$ cat src/rtl/decode_issue_queue_pkg.sv
// decode_issue_queue_pkg: RISC-V opcode constants and field widths shared by the issue queue
package decode_issue_queue_pkg;
  localparam int REG_W = 5;
  localparam logic [6:0] OP_LUI      = 7'b0110111;
  localparam logic [6:0] OP_AUIPC    = 7'b0010111;
  localparam logic [6:0] OP_JAL      = 7'b1101111;
  localparam logic [6:0] OP_BRANCH   = 7'b1100011;
  localparam logic [6:0] OP_STORE    = 7'b0100011;
  localparam logic [6:0] OP_OP       = 7'b0110011;
  localparam logic [6:0] OP_MISC_MEM = 7'b0001111;
  localparam logic [6:0] OP_SYSTEM   = 7'b1110011;
  localparam logic [2:0] F3_FENCEI   = 3'b001;
endpackage

$ cat src/rtl/decode_scoreboard.sv
// decode_scoreboard: per-register pending-write counters with busy/max lookups and a sticky underflow flag
module decode_scoreboard
  import decode_issue_queue_pkg::*;
#(
  parameter int NREGS  = 32,
  parameter int PEND_W = 2
) (
  input  logic                  clock,
  input  logic                  reset,
  input  logic                  inc_en,
  input  logic [REG_W-1:0]      inc_idx,
  input  logic                  dec_en,
  input  logic [REG_W-1:0]      dec_idx,
  input  logic [2:0][REG_W-1:0] idx,
  output logic [2:0]            busy,
  output logic [2:0]            at_max,
  output logic                  any_busy,
  output logic                  err
);
  logic [PEND_W-1:0] pend [NREGS];
  logic dec_zero;
  // Lookups match indices against tracked registers only, so x0 and out-of-range indices read idle
  always_comb begin
    busy = '0;
    at_max = '0;
    any_busy = 1'b0;
    dec_zero = 1'b0;
    for (int r = 1; r < NREGS; r++) begin
      for (int k = 0; k < 3; k++) begin
        if (idx[k] == REG_W'(r)) begin
          busy[k] = pend[r] != '0;
          at_max[k] = &pend[r];
        end
      end
      any_busy = any_busy | (pend[r] != '0);
      dec_zero = dec_zero | (dec_en && dec_idx == REG_W'(r) && pend[r] == '0);
    end
  end
  // Counters step up on issue and down on commit; a commit to an idle counter only raises err
  always_ff @(posedge clock) begin
    if (reset) begin
      pend <= '{default: '0};
      err <= 1'b0;
    end else begin
      for (int r = 1; r < NREGS; r++)
        pend[r] <= pend[r] + PEND_W'(inc_en && inc_idx == REG_W'(r))
                           - PEND_W'(dec_en && dec_idx == REG_W'(r) && pend[r] != '0);
      err <= err | dec_zero;
    end
  end
endmodule

$ cat src/rtl/decode_issue_queue.sv
// decode_issue_queue: fetch-to-decode FIFO that stalls the head on RAW/WAW-saturation hazards and serialises FENCE.I
module decode_issue_queue
  import decode_issue_queue_pkg::*;
#(
  parameter int ADDR_W = 32,
  parameter int DATA_W = 32,
  parameter int DEPTH  = 4,
  parameter int NREGS  = 32,
  parameter int PEND_W = 2
) (
  input  logic              clock,
  input  logic              reset,
  input  logic              valid_pre_i,
  output logic              ready_pre_o,
  input  logic [ADDR_W-1:0] pc_i,
  input  logic [DATA_W-1:0] inst_i,
  output logic              valid_post_o,
  input  logic              ready_post_i,
  output logic [ADDR_W-1:0] pc_o,
  output logic [DATA_W-1:0] inst_o,
  output logic              fencei_o,
  input  logic              wena_i,
  input  logic [REG_W-1:0]  waddr_i,
  input  logic              flush_i,
  output logic              sb_err_o
);
  localparam int PTR_W = $clog2(DEPTH);
  localparam int CNT_W = PTR_W + 1;
  logic [ADDR_W-1:0] pc_mem [DEPTH];
  logic [DATA_W-1:0] inst_mem [DEPTH];
  logic [PTR_W-1:0] wr_ptr, rd_ptr;
  logic [CNT_W-1:0] count;
  logic empty, enq, issue, uses_rs1, uses_rs2, writes_rd, is_fencei, hazard, any_busy;
  logic [6:0] op;
  logic [2:0] f3;
  logic [REG_W-1:0] rs1, rs2, rd;
  logic [2:0] busy, at_max;
  assign empty = count == '0;
  assign ready_pre_o = count < CNT_W'(DEPTH);
  assign pc_o = empty ? '0 : pc_mem[rd_ptr];
  assign inst_o = empty ? '0 : inst_mem[rd_ptr];
  assign op = inst_o[6:0];
  assign f3 = inst_o[14:12];
  assign rs1 = inst_o[19:15];
  assign rs2 = inst_o[24:20];
  assign rd = inst_o[11:7];
  assign uses_rs1 = !(op == OP_LUI || op == OP_AUIPC || op == OP_JAL);
  assign uses_rs2 = op == OP_BRANCH || op == OP_STORE || op == OP_OP;
  assign writes_rd = rd != '0 && !(op == OP_BRANCH || op == OP_STORE || op == OP_MISC_MEM ||
                                   (op == OP_SYSTEM && f3 == 3'b000));
  assign is_fencei = op == OP_MISC_MEM && f3 == F3_FENCEI;
  assign hazard = (uses_rs1 && busy[0]) || (uses_rs2 && busy[1]) || (writes_rd && at_max[2]) ||
                  (is_fencei && any_busy);
  assign valid_post_o = !empty && !hazard;
  assign issue = valid_post_o && ready_post_i && !flush_i;
  assign enq = valid_pre_i && ready_pre_o && !flush_i;
  assign fencei_o = issue && is_fencei;
  decode_scoreboard #(.NREGS(NREGS), .PEND_W(PEND_W)) u_sb (
    .clock    (clock),
    .reset    (reset),
    .inc_en   (issue && writes_rd),
    .inc_idx  (rd),
    .dec_en   (wena_i),
    .dec_idx  (waddr_i),
    .idx      ({rd, rs2, rs1}),
    .busy     (busy),
    .at_max   (at_max),
    .any_busy (any_busy),
    .err      (sb_err_o)
  );
  // Pointer and occupancy bookkeeping; flush empties the queue but leaves the scoreboard alone
  always_ff @(posedge clock) begin
    if (reset || flush_i) begin
      wr_ptr <= '0;
      rd_ptr <= '0;
      count <= '0;
    end else begin
      wr_ptr <= wr_ptr + PTR_W'(enq);
      rd_ptr <= rd_ptr + PTR_W'(issue);
      count <= count + CNT_W'(enq) - CNT_W'(issue);
    end
  end
  // Entry storage needs no reset since empty masks the head outputs
  always_ff @(posedge clock) begin
    if (enq) begin
      pc_mem[wr_ptr] <= pc_i;
      inst_mem[wr_ptr] <= inst_i;
    end
  end
endmodule

$ cat config.mk
export PLATFORM = sky130hd
export DESIGN_NAME = decode_issue_queue
export DESIGN_NICKNAME = d
export VERILOG_FILES = /design/src/rtl/decode_issue_queue_pkg.sv /design/src/rtl/decode_scoreboard.sv /design/src/rtl/decode_issue_queue.sv
export SDC_FILE = /design/constraint.sdc
export NUM_CORES = 1
export LEC_CHECK = 0
export CAP_MARGIN = 5
export CELL_PAD_IN_SITES_DETAIL_PLACEMENT = 0
export CELL_PAD_IN_SITES_GLOBAL_PLACEMENT = 1
export CORE_ASPECT_RATIO = 2
export CORE_MARGIN = 5
export CORE_UTILIZATION = 51
export DETAILED_ROUTE_END_ITERATION = 16
export HOLD_SLACK_MARGIN = 0.12
export MAX_ROUTING_LAYER = met4
export PLACE_DENSITY_LB_ADDON = 0.1
export SETUP_SLACK_MARGIN = 0.05
export SLEW_MARGIN = 20
export SYNTH_ARGS = -nofsm -noshare
export SYNTH_HDL_FRONTEND = slang
export SYNTH_SLANG_ARGS = --single-unit
$ cat constraint.sdc
create_clock -name clock -period 20.7 [get_ports clock]
set_input_delay 5.175 -clock clock [delete_from_list [all_inputs] [get_ports clock]]
set_output_delay 5.175 -clock clock [all_outputs]
set_load 0.03 [all_outputs]
Run 1, pin map:
Pins as bars across the die edge, other pins in gray.
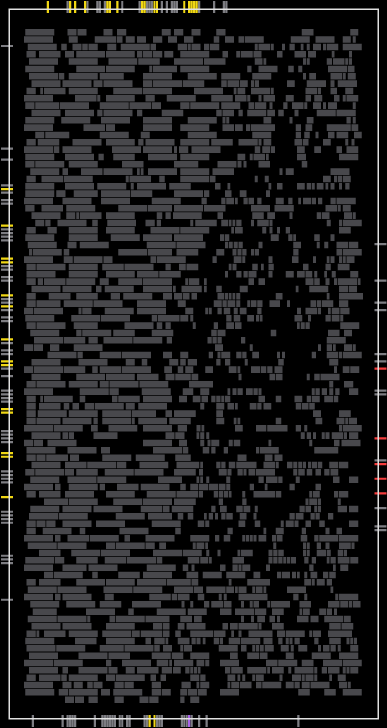
color	port	pins	direction	edge
red	waddr_i	5	input	east
yellow	inst_i	32	input	16 north, 14 west, 2 south
purple	ready_post_i	1	input	south

Run 1, signal wires by layer:
Only two layers are drawn.
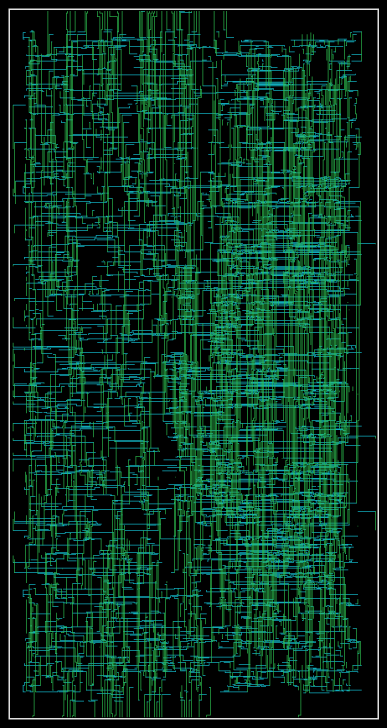
color	layer	wire length
green	met2	25.4 mm
cyan	met1	15,800 um

==> impl_metrics.env, run 1 <==
# yosys + openroad results
export IMPL_dp_slack_ns=8.388
export IMPL_coreArea_sq_um=31540
export IMPL_postRouteWirelength_um=47140
export IMPL_end_kind="primary output"
export IMPL_power_w=0.001345
export IMPL_grt_max_degree=69
export IMPL_cp_endpoint="fencei_o"
export IMPL_use_met1_pct=28.13
export IMPL_yosys_warnings=0
export IMPL_wl_met2_um=25400
export IMPL_period_used_pct=59.40
export IMPL_clk_latency_ns=0.56
export IMPL_hold_class="reg2reg"
export IMPL_ys_types=82
export IMPL_fp_util_pct=51.58
export IMPL_p_leak_nw=6.722
export IMPL_hpwl_um=34040
export IMPL_met3_length_um=2528
export IMPL_cp_required_ns=15.53
export IMPL_flop_cell="edfxtp_1"
export IMPL_gp_congestion=1.019
export IMPL_worst_slew_pin_transition_ns=1.027
export IMPL_drtPass1Iterations=7
export IMPL_outcome="completed"
export IMPL_fin_skew_ns=0.02274
export IMPL_die_area_sq_um=35790
export IMPL_htreeDepth=1
export IMPL_fmax_mhz=81.32
export IMPL_antenna_found_initial=0
export IMPL_nNetsFinal=1560
export IMPL_cap_violations=0
export IMPL_routedWlPerCell_um=25.32
export IMPL_hold_viol_final=0
export IMPL_min_path_cells=2
export IMPL_cp_max_fo=7
export IMPL_r2r_setup_slack_ns=14.75
export IMPL_ys_cells=1278
export IMPL_worstPathArrival_ns=7.12
export IMPL_edf_count=256
export IMPL_min_period_ns=12.30
export IMPL_ys_area_sq_um=16270
export IMPL_wl_met1_um=15790
export IMPL_rows=92
export IMPL_postCtsHoldBufs=0
export IMPL_use_met3_pct=4.540
export IMPL_cts_num_sinks=326
export IMPL_numCtsBuffers=29
export IMPL_cts_root_buf="clkbuf_16"
export IMPL_cts_reportedPaths_clkPinSlew_ns=0.06
export IMPL_synth_flop_count=326
export IMPL_synthCells=1278
export IMPL_r2r_start="rd_ptr[0]"
export IMPL_track_usage_pct=27.33
export IMPL_grt_first_pass_wirelength_um=70800
export IMPL_worst_setup_path_start_kind="input pin"
export IMPL_dieWidth_um=136.3
export IMPL_async_flop_share_pct=0
export IMPL_reg2regPathDepth=19
export IMPL_clk_path_buf_depth=3
export IMPL_worstReg2RegEnd="count[2]"
export IMPL_critPathKind="in2out"
export IMPL_min_to="u_sb.pend[61]"
export IMPL_cts_setup_buffers=0
export IMPL_rsz0062_at_grt="no"
export IMPL_fill_cells=2641
export IMPL_port_buffers=142
export IMPL_grt_pass1_vias=11640
export IMPL_via_per_inst=6.048
export IMPL_peakVddDrop_mv=0.07705
export IMPL_setup_viol=0
export IMPL_postRouteAntennaNets=0
export IMPL_vias=11260
export IMPL_min_from="u_sb.pend[61]"
export IMPL_p_per_area_nw_per_um2=70.57
export IMPL_cts_tree="built"
export IMPL_slew_viol_final=0
export IMPL_ios=143
export IMPL_n_antenna_cell=0
export IMPL_warnings=26
export IMPL_post_route_drc_count=0
export IMPL_cts_resized=0
Run 1, gate-type map:
Scale bar: 50 um.
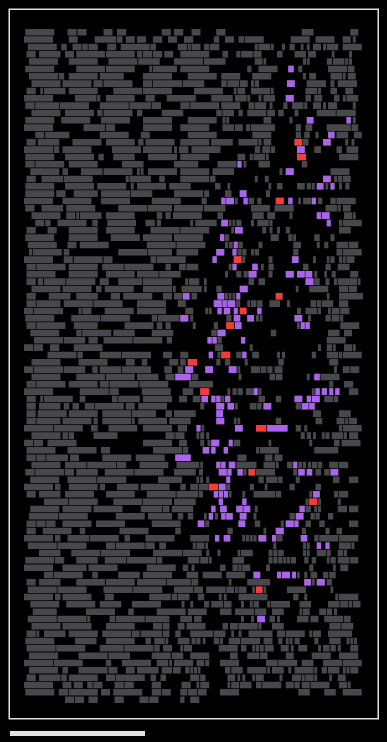
color	family	cells
red	AND-OR and OR-AND gates	15
purple	inverting AOI/OAI gates	141
Comb area share: 34.86%
Top cell excl fill/tap: edfxtp_1

## run 1: placed cells by master (no fill, tap or decap), types with 31 or more instances in the layout
master,Yosys,final
a21oi_1,31,31
nor2_1,106,105
mux4_2,69,69
xnor2_1,35,35
clkdlybuf4s50_1,0,141
ha_1,66,66
edfxtp_1,256,256
and2_1,61,61
xor2_1,31,31
inv_1,82,82
nor2b_1,38,38
nand2_1,55,55
dfxtp_1,70,68
nor3_1,67,65
## run 1: state kept, by name, indices dropped and copies added, names as in the netlist
register,cells
count,3
pc_mem,128
rd_ptr,2
u_sb.pend,62
wr_ptr,2
u_sb.err,1
inst_mem,128
## run 1: critical path: stages
cell and delay (ns):
clkdlybuf4s50_1 0.51, nand2b_1 0.33, nor2_1 0.14, nand2_1 0.07, nor2_1 0.17, clkdlybuf4s50_1 0.71
## run 1: report_power, final
part           internal, W  switching (W)  total, W
Combinational    0.0000427      0.0000680  0.000111
Clock             0.000282       0.000235  0.000517
Sequential        0.000714     0.00000269  0.000717
Total              0.00104       0.000306   0.00134
## run 1: logic make-up (layout without fill, tap and decap cells)
logic type,count (synthesis),after routing,synth area share [%]
flops,326,326,55.87
simple gates,456,456,15.41
xor+xnor,66,66,3.553
buf+inv,137,298,3.515
mux,70,70,9.614
fa+ha+maj,67,67,5.199
compound gates,156,156,6.838
## run 1: cell type report
class	count	area (sq um)	area share [%]
clock buffers	32	737.0	3.867
clock inverters	20	161.4	0.8470
repair buffers	164	1582	8.299
multi-input cells	815	6644	34.86
flip-flops and latches	326	9096	47.73
well taps	423	529.3	2.777
inverters	82	307.8	1.615
## run 1: cell usage after synthesis, types with 5 or more instances
master / instances / area [sq um]
edfxtp_1: 256 / 7687
nor2_1: 106 / 397.9
inv_1: 82 / 307.8
dfxtp_1: 70 / 1401
mux4_2: 69 / 1554
nor3_1: 67 / 335.3
ha_1: 66 / 825.8
and2_1: 61 / 381.6
nand2_1: 55 / 206.5
nor2b_1: 38 / 237.7
clkbuf_1: 36 / 135.1
xnor2_1: 35 / 306.5
a21oi_1: 31 / 155.2
xor2_1: 31 / 271.5
o21ai_0: 23 / 115.1
nand3_1: 19 / 95.09
nand2b_1: 18 / 112.6
nor4_1: 16 / 100.1
nand4_1: 13 / 81.33
a211oi_1: 10 / 75.07
and3_1: 8 / 50.05
o211ai_1: 8 / 60.06
buf_1: 7 / 26.28
o31ai_1: 7 / 52.55
o32ai_1: 7 / 61.31
a32oi_1: 6 / 52.55
buf_2: 6 / 30.03
nand4b_1: 6 / 52.55
or3_1: 6 / 37.54
a22oi_1: 5 / 37.54
nor3_2: 5 / 50.05
nor3b_1: 5 / 37.54
nor4bb_1: 5 / 50.05
o22ai_1: 5 / 31.28
o311ai_0: 5 / 43.79
## run 1: through the flow
| step | hold WS (ns) | instance area [sq um] | util [%] | cells |
|---|---|---|---|---|
| finish | 0.5531 | 19060 | 60.42 | 1862 |
| global route | 0.5758 | 19060 | 60.42 | 1862 |
| CTS | 0.5557 | 19060 | 60.42 | 1862 |
| detailed placement | 0.5369 | 18160 | 57.57 | 1810 |
| global placement | 0.5310 | 18150 | 57.55 | 1810 |
| floorplan | 0.5023 | 16270 | - | 1278 |
==> run 1 -> run 2 <==
- CORE_UTILIZATION: 51 -> 48
- clock period: 20.7 -> 11.5 ns (I/O delays scaled with it)
Run 2, sequential cells colored by netlist name:
Scale bar: 50 um.
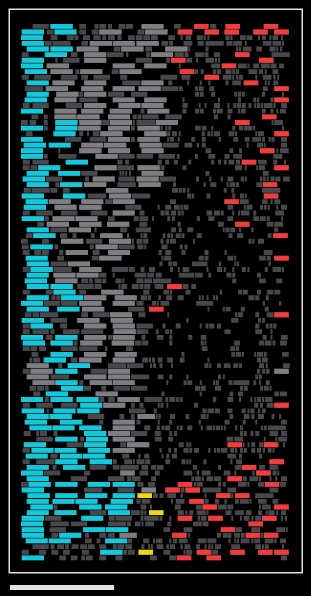
color	netlist name	flops
cyan	pc_mem	128
yellow	count	3
red	u_sb.pend	62
not colored	133
Flop+latch power: 0.00129 W
Reg area: 9096 sq um
post-layout util: 56.88%

==> run 2 against run 1 <==
Largest power group unchanged. Clock skew is 0.0066 ns lower. Synthesized area stayed put. Die size is 5.9% higher. First-iteration DRC count is 0.96% lower. Clock power is 79% higher. Critical path depth is 4 higher. Critical endpoint is now valid_post_o. Sequential power is about 80% higher. Synthesized cell count stayed put. Cell count is 0.70% higher. Worst hold slack better by 0.0070 ns. Highest routed layer unchanged. Global-route usage is 0.17 points lower.
==> impl_metrics.env, run 2 <==
# yosys + openroad results
export IMPL_critPathKind="reg2out"
export IMPL_rsz0062_at_grt="no"
export IMPL_p_leak_nw=6.723
export IMPL_setup_viol=0
export IMPL_cts_reportedPaths_clkPinSlew_ns=0.07
export IMPL_postCtsHoldBufs=0
export IMPL_yosys_top_cells_count="edfxtp_1 (256), nor2_1 (106), inv_1 (82)"
export IMPL_lay_top_count="edfxtp_1"
export IMPL_fp_util_pct=48.53
export IMPL_slowest_stage="dfxtp_4"
export IMPL_gp_congestion=0.9959
export IMPL_coreArea_sq_um=33520
export IMPL_min_from="u_sb.pend[21]"
export IMPL_grt_max_degree=69
export IMPL_cts_root_buf="clkbuf_16"
export IMPL_r2r_setup_slack_ns=5.56
export IMPL_synth_flop_count=326
export IMPL_cp_required_ns=8.63
export IMPL_antenna_found_initial=1
export IMPL_die_area_sq_um=37900
export IMPL_clk_path_buf_depth=3
export IMPL_cp_num_buf_inv=3
export IMPL_min_path_cells=2
export IMPL_cp_top_family="buffers and inverters"
export IMPL_top_cell="edfxtp_1"
export IMPL_cp_cell_sequence="buf_4 -> mux4_2 -> nand4bb_1 -> a211oi_1 -> nor4b_4 -> a2111o_1 -> a31oi_4 -> nand3_2 -> inv_1 -> clkdlybuf4s50_1"
export IMPL_reg2regPathDepth=17
export IMPL_worstPathArrival_ns=5.62
export IMPL_timing_hold_ws_ns=0.5601
export IMPL_numCtsBuffers=29
export IMPL_layout_top_cells="edfxtp_1 (256), clkdlybuf4s50_1 (141), nor2_1 (105), inv_1 (82), mux4_2 (69)"
export IMPL_min_to="u_sb.pend[21]"
export IMPL_ys_cells=1278
export IMPL_postRouteWirelength_um=50440
export IMPL_async_flop_share_pct=0
export IMPL_track_usage_pct=27.16
export IMPL_via_per_inst=6.003
export IMPL_p_per_area_nw_per_um2=126.7
export IMPL_min_period_ns=8.491
export IMPL_fin_skew_ns=0.01613
export IMPL_routedWlPerCell_um=26.90
export IMPL_ys_area_sq_um=16270
export IMPL_flop_cell="edfxtp_1"
export IMPL_synthCells=1278
export IMPL_fill_cells=2880
export IMPL_period_used_pct=73.83
export IMPL_slew_viol_final=0
export IMPL_slowest_delay_ns=0.70
export IMPL_grt_pass1_vias=11870
export IMPL_post_route_drc_count=0
export IMPL_cts_tree="built"
export IMPL_clk_latency_ns=0.56
export IMPL_yosys_warnings=0
export IMPL_top_area_share_pct=47.25
export IMPL_hold_viol_final=0
export IMPL_htreeDepth=1
export IMPL_outcome="completed"
export IMPL_warnings=26
export IMPL_power_w=0.002415
Run 2, pin map:
Pins as bars across the die edge, other pins in gray.
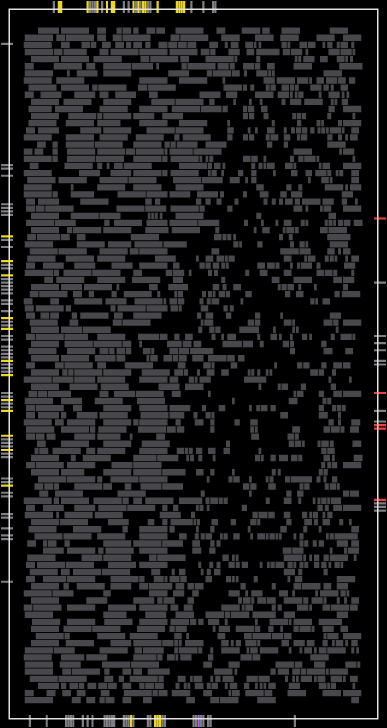
color	port	pins	direction	edge
purple	ready_post_i	1	input	south
red	waddr_i	5	input	east
yellow	inst_i	32	input	16 north, 12 west, 4 south
all pins by edge	62 west, 34 south, 31 north, 16 east
# port buffers: 142
Die W: 140.2 um
chip height: 270.4 um

-- run 2: cell counts after synthesis --
Identical to the previous run, type by type.
-- run 2: final cells by class --
cell class / instances / area, sq um / area share [%]
Antenna cell: 1 / 2.502 / 0.01313
Clock buffer: 33 / 740.7 / 3.885
Clock inverter: 18 / 147.6 / 0.7744
Inverter: 82 / 307.8 / 1.614
Multi-Input combinational cell: 815 / 6644 / 34.85
Sequential cell: 326 / 9096 / 47.71
Tap cell: 436 / 545.5 / 2.861
Timing Repair Buffer: 164 / 1582 / 8.295
-- run 2: through the flow --
stage,instance area [sq um],cells,setup slack [ns]
finish,19070,1875,3.009
global placement,18170,1823,3.657
detailed placement,18170,1823,3.558
floorplan,16270,1278,3.165
global route,19070,1875,2.716
CTS,19060,1874,2.934
-- run 2: worst min-delay path, delay by kind of cell, from the launching register on --
| kind | cells | cell delay [ns] |
|---|---|---|
| flip-flops | 1 | 0.37 |
| XOR/XNOR | 1 | 0.09 |
| AND/OR/NAND/NOR | 1 | 0.07 |
-- run 2: kinds of logic after synthesis --
kind of cell	Yosys count	synth area share, %
xor gates and xnor gates	66	3.553
DFF	326	55.87
AOI/OAI and AO/OA	156	6.838
muxes	70	9.614
buffers and inverters	137	3.515
and+or+nand+nor	456	15.41
adders and majority gates	67	5.199
-- run 2: how the worst max path moves through the flow --
stage / start / end / slack [ns] / cells after the start
after floorplan: flush_i / inst_mem[2][0] / 3.16 / 3
after global placement: rd_ptr[0] / valid_post_o / 3.66 / 10
after detailed placement: rd_ptr[0] / valid_post_o / 3.56 / 10
after CTS: rd_ptr[0] / valid_post_o / 2.93 / 10
after global routing: rd_ptr[0] / valid_post_o / 2.72 / 10
final: rd_ptr[0] / valid_post_o / 3.01 / 10
-- run 2: report_power, final --
group	total [W]	switching [W]	internal (W)
clock network	0.000925	0.000434	0.000491
logic	0.000200	0.000123	0.0000769
registers	0.00129	0.00000525	0.00129
total	0.00242	0.000562	0.00185
-- run 2: routing by layer --
| metal | GRT usage (%) | wire [um] | vias to the layer above |
|---|---|---|---|
| li1 | - | - | 5094 |
| met1 | 26.74 | 16500 | 5634 |
| met2 | 49.79 | 27920 | 375 |
| met3 | 4.004 | 2409 | 152 |
| met4 | 15.72 | 3612 | 0 |
| met5 | - | 0 | - |
Power and IR drop assume default switching activity.
